$ cat config.mk
export PLATFORM = sky130hd
export DESIGN_NAME = cc_branch_unit_flat
export DESIGN_NICKNAME = d
export VERILOG_FILES = /design/src/rtl/cc_branch_unit_if.sv /design/src/rtl/cc_branch_unit.sv /design/src/flat_wrapper.sv
export SDC_FILE = /design/constraint.sdc
export NUM_CORES = 1
export LEC_CHECK = 0
export CAP_MARGIN = 5
export CORE_AREA = 2 2 39 41
export CTS_BUF_LIST = sky130_fd_sc_hd__clkbuf_8
export CTS_CLUSTER_SIZE = 8
export DETAILED_ROUTE_END_ITERATION = 7
export DIE_AREA = 0 0 41 43
export MAX_ROUTING_LAYER = met4
export PLACE_DENSITY = 0.7
export SYNTH_ARGS = -nofsm -noshare
export SYNTH_HDL_FRONTEND = slang
export SYNTH_SLANG_ARGS = --single-unit
$ cat constraint.sdc
create_clock -name clk -period 2.1 [get_ports clk]
set_clock_uncertainty 0.2 [all_clocks]
set_input_delay 0.315 -clock clk [delete_from_list [all_inputs] [get_ports clk]]
set_output_delay 0.315 -clock clk [all_outputs]
set_load 0.05 [all_outputs]
$ cat src/rtl/cc_branch_unit_if.sv
// Bundle of the ALU-flag, branch-request and branch-result signals that
// connect the branch unit to the pipeline. The pipeline drives the request
// side through the master modport; the branch unit uses the slave modport.
interface cc_branch_unit_if;
  logic [3:0] alu_flags;  // {Z,N,C,V} straight from the ALU
  logic       cc_we;
  logic       stall;
  logic       br_valid;
  logic [3:0] br_cond;
  logic       br_annul;
  logic [3:0] icc;        // {N,Z,V,C}
  logic       br_taken;
  logic       annul_ds;
  logic       br_done;
  logic       dcti_err;

  modport master (
    output alu_flags, cc_we, stall, br_valid, br_cond, br_annul,
    input  icc, br_taken, annul_ds, br_done, dcti_err
  );

  modport slave (
    input  alu_flags, cc_we, stall, br_valid, br_cond, br_annul,
    output icc, br_taken, annul_ds, br_done, dcti_err
  );
endinterface

$ cat src/rtl/cc_branch_unit.sv
// Integer condition-code register and Bicc resolver. Holds icc {N,Z,V,C},
// resolves branch conditions with a same-cycle bypass from the ALU flags,
// and tracks the delay slot with a two-state FSM. All outputs registered.
module cc_branch_unit (
  input  logic                  clk,
  input  logic                  rst_n,
  cc_branch_unit_if.slave       bus
);

  typedef enum logic {S_IDLE, S_SLOT} state_t;

  state_t     r_state, w_state_nxt;
  logic [3:0] r_icc;
  logic       r_br_taken, r_annul_ds, r_br_done, r_dcti_err;
  logic       w_br_taken_nxt, w_annul_ds_nxt, w_br_done_nxt, w_dcti_err_nxt;
  logic       w_adv;
  logic [3:0] w_alu_icc;   // alu_flags reordered into icc layout
  logic [3:0] w_f;         // effective flags for evaluation, icc layout
  logic       w_taken;
  logic       w_annul;

  // Evaluate a Bicc condition against flags in {N,Z,V,C} layout; the upper
  // half of the encoding is the complement of the lower half.
  function automatic logic cond_taken(input logic [3:0] cond, input logic [3:0] f);
    logic n, z, v, c, t;
    n = f[3];
    z = f[2];
    v = f[1];
    c = f[0];
    case (cond[2:0])
      3'd0:    t = 1'b0;
      3'd1:    t = z;
      3'd2:    t = z | (n ^ v);
      3'd3:    t = n ^ v;
      3'd4:    t = c | z;
      3'd5:    t = c;
      3'd6:    t = n;
      default: t = v;
    endcase
    return cond[3] ? ~t : t;
  endfunction

  assign w_adv     = ~bus.stall;
  assign w_alu_icc = {bus.alu_flags[2], bus.alu_flags[3], bus.alu_flags[0], bus.alu_flags[1]};
  assign w_f       = bus.cc_we ? w_alu_icc : r_icc;
  assign w_taken   = cond_taken(bus.br_cond, w_f);
  // BA,a annuls despite being taken; any untaken annulling branch annuls.
  assign w_annul   = bus.br_annul & ((bus.br_cond == 4'b1000) | ~w_taken);

  // Architectural icc: written by any cc-modifying op regardless of FSM state.
  always_ff @(posedge clk or negedge rst_n) begin
    if (!rst_n) begin
      r_icc <= 4'b0000;
    end else if (bus.cc_we && w_adv) begin
      r_icc <= w_alu_icc;
    end
  end

  // FSM state and registered branch outputs.
  always_ff @(posedge clk or negedge rst_n) begin
    if (!rst_n) begin
      r_state    <= S_IDLE;
      r_br_taken <= 1'b0;
      r_annul_ds <= 1'b0;
      r_br_done  <= 1'b0;
      r_dcti_err <= 1'b0;
    end else begin
      r_state    <= w_state_nxt;
      r_br_taken <= w_br_taken_nxt;
      r_annul_ds <= w_annul_ds_nxt;
      r_br_done  <= w_br_done_nxt;
      r_dcti_err <= w_dcti_err_nxt;
    end
  end

  // Next state and outputs; a stall holds every register, pulses included.
  always_comb begin
    w_state_nxt    = r_state;
    w_br_taken_nxt = r_br_taken;
    w_annul_ds_nxt = r_annul_ds;
    w_br_done_nxt  = r_br_done;
    w_dcti_err_nxt = r_dcti_err;
    if (w_adv) begin
      w_br_done_nxt  = 1'b0;
      w_dcti_err_nxt = 1'b0;
      case (r_state)
        S_IDLE: begin
          if (bus.br_valid) begin
            w_br_taken_nxt = w_taken;
            w_annul_ds_nxt = w_annul;
            w_br_done_nxt  = 1'b1;
            w_state_nxt    = S_SLOT;
          end
        end
        default: begin
          // Delay-slot instruction leaves decode; a branch here is a DCTI
          // couple and is dropped with an error pulse.
          w_br_taken_nxt = 1'b0;
          w_annul_ds_nxt = 1'b0;
          w_dcti_err_nxt = bus.br_valid;
          w_state_nxt    = S_IDLE;
        end
      endcase
    end
  end

  assign bus.icc      = r_icc;
  assign bus.br_taken = r_br_taken;
  assign bus.annul_ds = r_annul_ds;
  assign bus.br_done  = r_br_done;
  assign bus.dcti_err = r_dcti_err;

endmodule
$ cat src/flat_wrapper.sv
// flat-port wrapper written by rule: the top's interface ports become plain ports
module cc_branch_unit_flat 
  (clk, rst_n, bus_alu_flags, bus_cc_we, bus_stall, bus_br_valid, bus_br_cond, bus_br_annul, bus_icc, bus_br_taken, bus_annul_ds, bus_br_done, bus_dcti_err);
  cc_branch_unit_if bus_i ();
  input  logic clk;
  input  logic rst_n;
  input wire logic [$bits(bus_i.alu_flags)-1:0] bus_alu_flags;
  input wire logic [$bits(bus_i.cc_we)-1:0] bus_cc_we;
  input wire logic [$bits(bus_i.stall)-1:0] bus_stall;
  input wire logic [$bits(bus_i.br_valid)-1:0] bus_br_valid;
  input wire logic [$bits(bus_i.br_cond)-1:0] bus_br_cond;
  input wire logic [$bits(bus_i.br_annul)-1:0] bus_br_annul;
  output wire logic [$bits(bus_i.icc)-1:0] bus_icc;
  output wire logic [$bits(bus_i.br_taken)-1:0] bus_br_taken;
  output wire logic [$bits(bus_i.annul_ds)-1:0] bus_annul_ds;
  output wire logic [$bits(bus_i.br_done)-1:0] bus_br_done;
  output wire logic [$bits(bus_i.dcti_err)-1:0] bus_dcti_err;
  assign bus_i.alu_flags = bus_alu_flags;
  assign bus_i.cc_we = bus_cc_we;
  assign bus_i.stall = bus_stall;
  assign bus_i.br_valid = bus_br_valid;
  assign bus_i.br_cond = bus_br_cond;
  assign bus_i.br_annul = bus_br_annul;
  assign bus_icc = bus_i.icc;
  assign bus_br_taken = bus_i.br_taken;
  assign bus_annul_ds = bus_i.annul_ds;
  assign bus_br_done = bus_i.br_done;
  assign bus_dcti_err = bus_i.dcti_err;
  cc_branch_unit u_core (.clk(clk), .rst_n(rst_n), .bus(bus_i));
endmodule
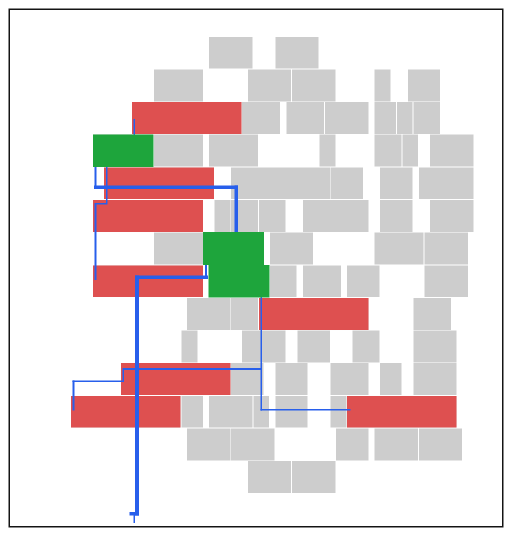
clock_map.png
Scale: 12 px per um.
[blue] clock wires | length: 109 um
[green] cells driving clock nets | count: 3
[red] flip-flops | count: 8
routed clock nets: 4

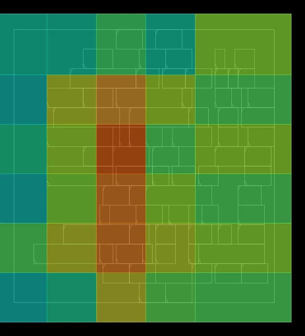
final_congestion.png
Global Route Usage Sum: 15.3%
Most Crowded Layer GR: met2

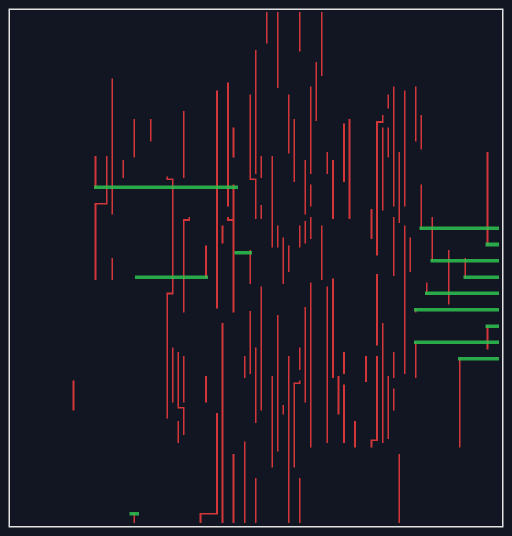
metal_stack.png
Scale: 12 px per um. Only two layers are drawn.
| colour | layer | wire length |
|---|---|---|
| green | met3 | 57.4 um |
| red | met2 | 567 um |

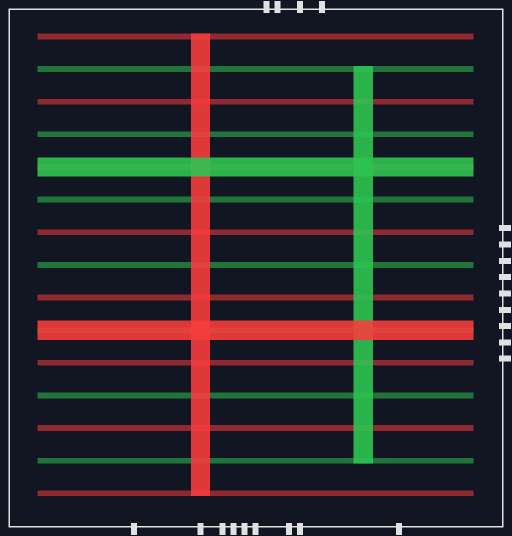
pdn.png
Scale: 12 px per um. Pins as bars on the die edge.
| colour | net |
|---|---|
| red | VSS |
| green | VDD |
met1 rails: 15
met5 straps: 2
rows: 14

==> impl.org <==
#+TITLE: Synthesis and PnR summary

** Timing
- Per the final report, max-transition violations number 0.
- Worst-case headroom to the max-slew limit :: about two thirds
- Setup-violating endpoint count in the final report :: 0
- Transition time at the pin with the least slew margin :: 503 ps
- Final worst hold slack :: 171 ps
- Setup ws final :: roughly 140 ps
- Unrepaired setup endpoints after global routing :: no
- The final hold violation count recorded for this run is 0.
- The worst path in the final design needs a cycle of just under 2000 ps, including I/O delays and setup.
- The final critical path takes up ~93% of the cycle.

** Finish
- Share of the final layout cell area in sequential cells :: 25.5%
- The non-clock inverters instantiated in the layout total 2.
- The plain and repair buffers instantiated in the layout total 26.
- In the final layout, the share of cells above drive strength 1 is 20.5%.
- The layout report lists the clock-cell share of area as 5.25%.
- Flop count :: 8
- Final layout net count :: 89
- Of all the cell area in the finished design, non-clock buffers hold 31.7%.
- Most instantiated logic cell after routing :: sky130_fd_sc_hd__clkdlybuf4s50_1
- Count of multi-input gates :: 34
- The final layout report lists a filler cell count of 129.
- Synth-to-layout area growth :: 65.3%
- Summing all non-filler instances in the final layout gives an area of between 700 and 800 um^2.
- By area, logic gates come first.

** Global route
- The number of global-route vias before repair is 444.
- Entering global routing, the biggest net connects 9 pins.
- The first global-routing pass estimated 1730 um of wire.
- met3 track demand over resource after global routing is under 10%.

** Routing
- Detailed-routing iteration count for the pre-antenna-repair pass :: 2
- Per the detail_route log, met2 wirelength is 566 um.
- The count of nets left with antenna violations once routing finished came out at 0.
- Drt drc :: 0
- Routed via count divided by cell count :: 5.12
- In the post-route report, total wirelength is listed as ~1100 um.

** Die
- Std-Cell Rows :: 14
- Effective utilization at floorplan :: 34.4%
- Count of boundary I/O pins :: 22
- Area enclosed by the die boundary :: about 1800 um^2
- The flow inserted 16 tap cells.
- Horizontal extent of the die :: 41 um
- From bottom edge to top edge, the die measures 43 um.

** Synthesis
- Top area contributor share :: 42.1%
- The synthesized netlist occupies a cell area of approximately 480 um^2.
- After synthesis, the chip area reported by Yosys is 475 um^2.
- Synthesized net count :: 58
- Leading post-synthesis cells by instance count :: sky130_fd_sc_hd__dfrtp_1 (8), sky130_fd_sc_hd__mux2_2 (5), sky130_fd_sc_hd__nand2_1 (4)
- Top cells by area, synth :: sky130_fd_sc_hd__dfrtp_1 (42%), sky130_fd_sc_hd__mux2_2 (12%), sky130_fd_sc_hd__xor2_1 (5.5%), sky130_fd_sc_hd__mux4_2 (4.7%), sky130_fd_sc_hd__nand2b_1 (3.9%)
- In the synthesized netlist, the dominant kind of combinational cell is multiplexers.
- Share of synthesized area occupied by flip-flops and latches :: 42.1%
- Looking at the gate-level netlist, the highest instance count belongs to sky130_fd_sc_hd__dfrtp_1.
- Fraction of synthesized cell area in xor and xnor cells :: 5.53%
- Adders+Majority by Area :: 0%
- For reference, compound AND-OR and OR-AND cells occupy 16.8% of the area reported after synthesis.
- Most common flop cell mapped by yosys :: sky130_fd_sc_hd__dfrtp_1

** Placement
- Placed standard-cell area :: 743 um^2
- Global placer's final weighted congestion :: 0.761
- Placed wire-length estimate :: between 900 and 1000 um
- Placed Cells incl. Taps :: 86

** Worst setup path
- The timing report attributes the biggest portion of critical-path delay to buffers and inverters.
- Worst-path cell chain :: clkdlybuf4s50_1
- STA classifies the critical path endpoint as an output pin.
- Worst setup startpoint :: u_core.r_state
- Worst-path cell with the longest stage delay :: sky130_fd_sc_hd__clkdlybuf4s50_1
- Number of cells on the critical path :: 1
- The worst register-to-register path depth is 6.
- The startpoint identified for the worst register-to-register timing path is u_core.bus.icc[2].
- The setup path with the least slack is of type flop to output pin.
- The worst setup path is launched from a flop.
- Worst setup slack for register-to-register paths :: 350 ps

** Power
- Per report_power, the combinational group accounts for a little under two fifths of the total.
- Switching power :: 201 uW
- The clock network accounts for between 20% and 30% of the total power.
- For this design the static power due to leakage is 0.345 nW.
- Dominant power group :: combinational cells
- In this run the power density over the cells is 768 nW/um^2.

** Clock network
- The clock drives 8 sinks.
- The timing report gives the clock slew at the launch and capture registers of the worst setup and hold paths as 40 ps.
- CTS tree :: built
- H-tree levels :: 1
- In this run the deepest clock path goes through 2 buffers.
- The post-CTS hold buffer count recorded in the log is 0.

** Outcome
- Status :: completed

** Hold path
- According to the hold report, the worst path is of the input port to async pin type.
Power is estimated from default activity; no workload was simulated.
